$ cat config.mk
export PLATFORM = sky130hd
export DESIGN_NAME = uart_rx
export DESIGN_NICKNAME = d
export VERILOG_FILES = /design/src/rtl/uart_rx.sv
export SDC_FILE = /design/constraint.sdc
export NUM_CORES = 1
export LEC_CHECK = 0
export CELL_PAD_IN_SITES_DETAIL_PLACEMENT = 0
export CELL_PAD_IN_SITES_GLOBAL_PLACEMENT = 1
export CORE_ASPECT_RATIO = 1.75
export CORE_MARGIN = 5
export CORE_UTILIZATION = 50
export DETAILED_ROUTE_END_ITERATION = 8
export DONT_BUFFER_PORTS = 1
export MAX_ROUTING_LAYER = met4
export PLACE_DENSITY_LB_ADDON = 0.1
export SYNTH_ARGS = -nofsm -noshare
export SYNTH_HDL_FRONTEND = slang
export SYNTH_SLANG_ARGS = --single-unit
$ cat constraint.sdc
create_clock -name clk -period 2.4 [get_ports clk]
set_input_delay 0.6 -clock clk [delete_from_list [all_inputs] [get_ports clk]]
set_output_delay 0.6 -clock clk [all_outputs]
set_load 0.02 [all_outputs]
$ cat src/rtl/uart_rx.sv
// 8N1 UART receiver: two-flop input synchronizer, mid-bit sampling FSM,
// registered data_out / data_valid / frame_err / busy outputs.
module uart_rx #(
    parameter int CLK_FREQ = 100_000_000,
    parameter int BAUD     = 9600
) (
    input  logic       clk,
    input  logic       rst_n,
    input  logic       en,
    input  logic       rx,
    output logic [7:0] data_out,
    output logic       data_valid,
    output logic       frame_err,
    output logic       busy
);

    localparam int CLKS_PER_BIT = CLK_FREQ / BAUD;
    localparam int HALF_BIT     = CLKS_PER_BIT / 2;
    localparam int CNT_W        = (CLKS_PER_BIT > 1) ? $clog2(CLKS_PER_BIT) : 1;
    localparam logic [CNT_W-1:0] BIT_LAST  = CNT_W'(CLKS_PER_BIT - 1);
    localparam logic [CNT_W-1:0] HALF_LAST = CNT_W'(HALF_BIT - 1);

    typedef enum logic [1:0] {
        S_IDLE  = 2'd0,
        S_START = 2'd1,
        S_DATA  = 2'd2,
        S_STOP  = 2'd3
    } state_e;

    state_e           state_q, state_d;
    logic [CNT_W-1:0] cnt_q, cnt_d;
    logic [2:0]       bit_q, bit_d;
    logic [7:0]       shift_q, shift_d;
    logic [7:0]       data_out_q, data_out_d;
    logic             data_valid_q, data_valid_d;
    logic             frame_err_q, frame_err_d;
    logic             busy_q, busy_d;
    logic             rx_meta_q, rx_sync_q, rx_prev_q;
    logic             fall_s;

    // A start is a 1->0 step of the synchronized line; a line held low after
    // a break never produces one until it has gone high again.
    assign fall_s = rx_prev_q & ~rx_sync_q;

    // Next-state, bit timing and output pulse generation
    always_comb begin
        state_d      = state_q;
        cnt_d        = cnt_q;
        bit_d        = bit_q;
        shift_d      = shift_q;
        data_out_d   = data_out_q;
        data_valid_d = 1'b0;
        frame_err_d  = 1'b0;
        case (state_q)
            S_IDLE: begin
                cnt_d = '0;
                if (en && fall_s) begin
                    state_d = S_START;
                    bit_d   = 3'd0;
                end else begin
                    state_d = S_IDLE;
                end
            end
            S_START: begin
                if (cnt_q == HALF_LAST) begin
                    cnt_d = '0;
                    bit_d = 3'd0;
                    if (!rx_sync_q) begin
                        state_d = S_DATA;
                    end else begin
                        state_d = S_IDLE;
                    end
                end else begin
                    cnt_d = cnt_q + CNT_W'(1);
                end
            end
            S_DATA: begin
                if (cnt_q == BIT_LAST) begin
                    cnt_d          = '0;
                    shift_d[bit_q] = rx_sync_q;
                    bit_d          = bit_q + 3'd1;
                    if (bit_q == 3'd7) begin
                        state_d = S_STOP;
                    end else begin
                        state_d = S_DATA;
                    end
                end else begin
                    cnt_d = cnt_q + CNT_W'(1);
                end
            end
            S_STOP: begin
                if (cnt_q == BIT_LAST) begin
                    cnt_d   = '0;
                    state_d = S_IDLE;
                    if (rx_sync_q) begin
                        data_out_d   = shift_q;
                        data_valid_d = 1'b1;
                    end else begin
                        frame_err_d  = 1'b1;
                    end
                end else begin
                    cnt_d = cnt_q + CNT_W'(1);
                end
            end
            default: begin
                state_d = S_IDLE;
                cnt_d   = '0;
                bit_d   = 3'd0;
            end
        endcase
        busy_d = (state_d != S_IDLE);
    end

    // State, synchronizer and registered outputs
    always_ff @(posedge clk or negedge rst_n) begin
        if (!rst_n) begin
            state_q      <= S_IDLE;
            cnt_q        <= '0;
            bit_q        <= 3'd0;
            shift_q      <= 8'h00;
            data_out_q   <= 8'h00;
            data_valid_q <= 1'b0;
            frame_err_q  <= 1'b0;
            busy_q       <= 1'b0;
            rx_meta_q    <= 1'b1;
            rx_sync_q    <= 1'b1;
            rx_prev_q    <= 1'b1;
        end else begin
            state_q      <= state_d;
            cnt_q        <= cnt_d;
            bit_q        <= bit_d;
            shift_q      <= shift_d;
            data_out_q   <= data_out_d;
            data_valid_q <= data_valid_d;
            frame_err_q  <= frame_err_d;
            busy_q       <= busy_d;
            rx_meta_q    <= rx;
            rx_sync_q    <= rx_meta_q;
            rx_prev_q    <= rx_sync_q;
        end
    end

    assign data_out   = data_out_q;
    assign data_valid = data_valid_q;
    assign frame_err  = frame_err_q;
    assign busy       = busy_q;

endmodule

### Drive-strength map

Scale: 6 px per um.
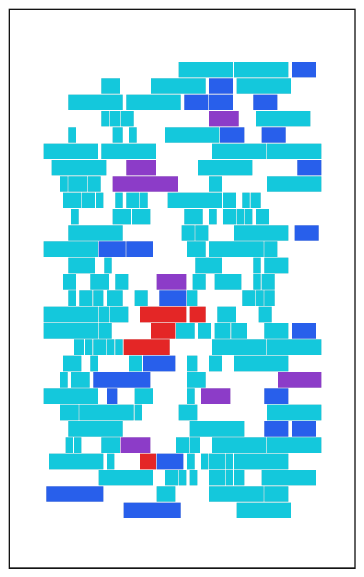
Key: cyan = drive 1 or less [cells 138, most used dfrtp_1]; blue = drive 2 [cells 22, most used mux2_2]; red = drive 3 to 4 [cells 5, most used buf_4]; purple = drive 6 and up [cells 7, most used clkbuf_8]
number of non-clock buffers: 3
PnR worst setup slack: 231 ps
post-route cell area: 2110 um^2

### Nets reached from selected ports

Scale: 6 px per um.
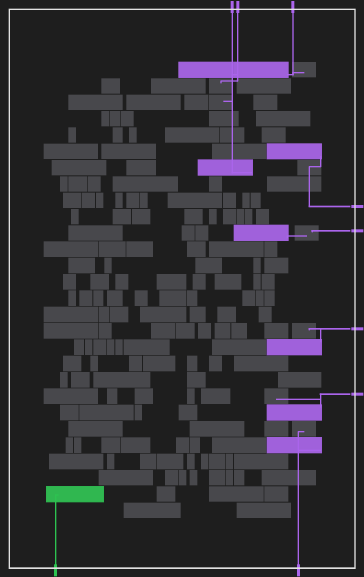
Key: green = `rx` [bits 1, direction input, edge bottom, end cells 1, buffers 0, wire 12.2 um]; purple = `data_out` [bits 8, direction output, edge 4 right, 3 top, 1 bottom, end cells 8, buffers 0, wire 138 um]
number of I/O pins: 15
buffers added on ports: 0

### Placed standard cells

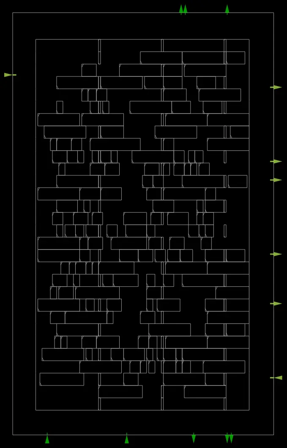
fill count: 339
tap cell instance count: 48
Final Core Density: 55.1%

### Signal wires on met1

Scale: 8 px per um. Supply wires on this layer in grey. Cells faint in the background.
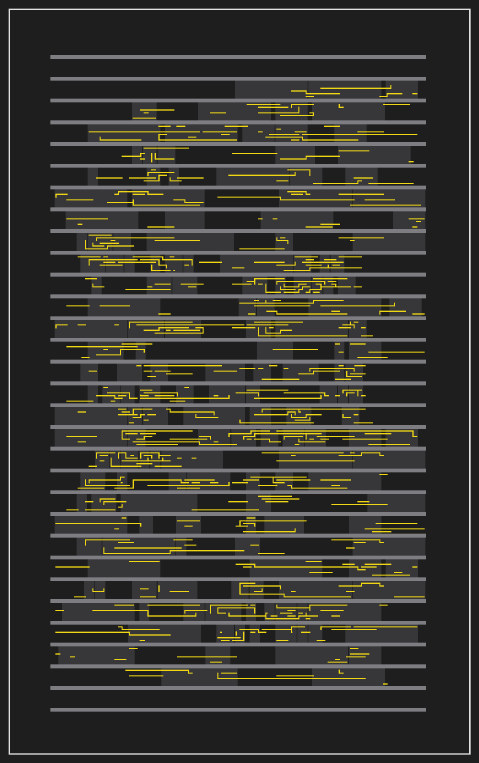
The layer holds 38% of the routed length. The wires run mostly horizontal. The layer carries 1,490 um of wire. The longest straight run is 18.4 um. 165 nets have wire on it.

final cells by class:
cell class                 instances  area [um^2]
inverter                           4         15.0
multi-input combinational        117          867
tap                               48         60.1
sequential                        41         1030
timing repair buffer               3         35.0
clock buffer                       5         68.8
clock inverter                     2         35.0
fill                             339         1720
sequential cells by signal, indices dropped and copies added (netlist names):
signal      cells
busy            1
frame_err       1
shift_q         8
rx_sync_q       1
bit_q           3
rx_prev_q       1
state_q         2
rx_meta_q       1
data_out        8
cnt_q          14
data_valid      1
per-layer routing:
| layer | wire (um) | track usage [%] | share of wire [%] |
|---|---|---|---|
| met1 | 1490 | 18.0 | 38 |
| met5 | 0 | - | 0 |
| met2 | 2160 | 29.1 | 55 |
| met4 | 128 | 9.09 | 3.3 |
| met3 | 125 | 3.21 | 3.2 |
==> impl_metrics.csv <==
group,metric,value,unit
outcome,outcome,"complete, no violations",
power,p_seq,699,uW
critical_path,start_kind,"flop",
floorplan,core.rowCount,30,
cells_and_area,mostFrequentLayoutCell,"sky130_fd_sc_hd__dfrtp_1",
power,clockPowerShare,42.7,%
floorplan,core_region_area,3830,um^2
synthesis,synth_cell_types,42,
global_route,grt_pass1_wl,6.61,mm
place,globalplace.congestion,0.811,
drt,viasPerCell,5.91,
global_route,track_usage,17.0,%
synthesis,synthTopLogicFamily,"simple AND/OR/NAND/NOR gates",
place,dp.final_hpwl,2.74,mm
floorplan,die_y,92.9,um
synthesis,ys_area,1960,um^2
power,report.power.total,1.25,mW
cts,numClockSinks,41,
cells_and_area,antenna_cells_inserted,0,
final_timing,tightestPinTransition,439,ps
drt,route.vias.total,1301,
global_route,maximum_number_of_pins_on_one_net_before_global_route_repair,39,
drt,wl,3.90,mm
synthesis,synth-simple-area-share,23.1,%
synthesis,ys_async_sr_fraction,100,%
final_timing,timing_max_transition_violations_final,0,
synthesis,edf_count,0,
synthesis,synth.cells.most_frequent,"sky130_fd_sc_hd__dfrtp_1, sky130_fd_sc_hd__nor2_1, sky130_fd_sc_hd__mux2_2",
critical_path,rrSetupSlack,230,ps
cells_and_area,filler_free_cell_count_of_the_finished_design,220,
place,placed_cell_area,1990,um^2
final_timing,finalHoldViolations,0,
cts,cts-hold-fix-buffers,1,
cts,clock.latency.late_pin,290,ps
place,place_inst,212,
critical_path,timing.critical_path.fanout_max,9,
drt,wire_per_inst,17.7,um
drt,final_antenna_net_count,0,
critical_path,critical_path.top_delay_family,"simple AND/OR/NAND/NOR gates",
synthesis,synth.yosys.num_cells,170,
cts,h_tree_depth,2,
place,dp_slack,195,ps
final_timing,worst_slew_margin_rel,70.7,%
synthesis,synthMuxAreaShare,9.17,%
synthesis,dominant_synthesized_flop_cell,"sky130_fd_sc_hd__dfrtp_1",
Power figures rest on the tool's default switching activity, not on a simulated workload.
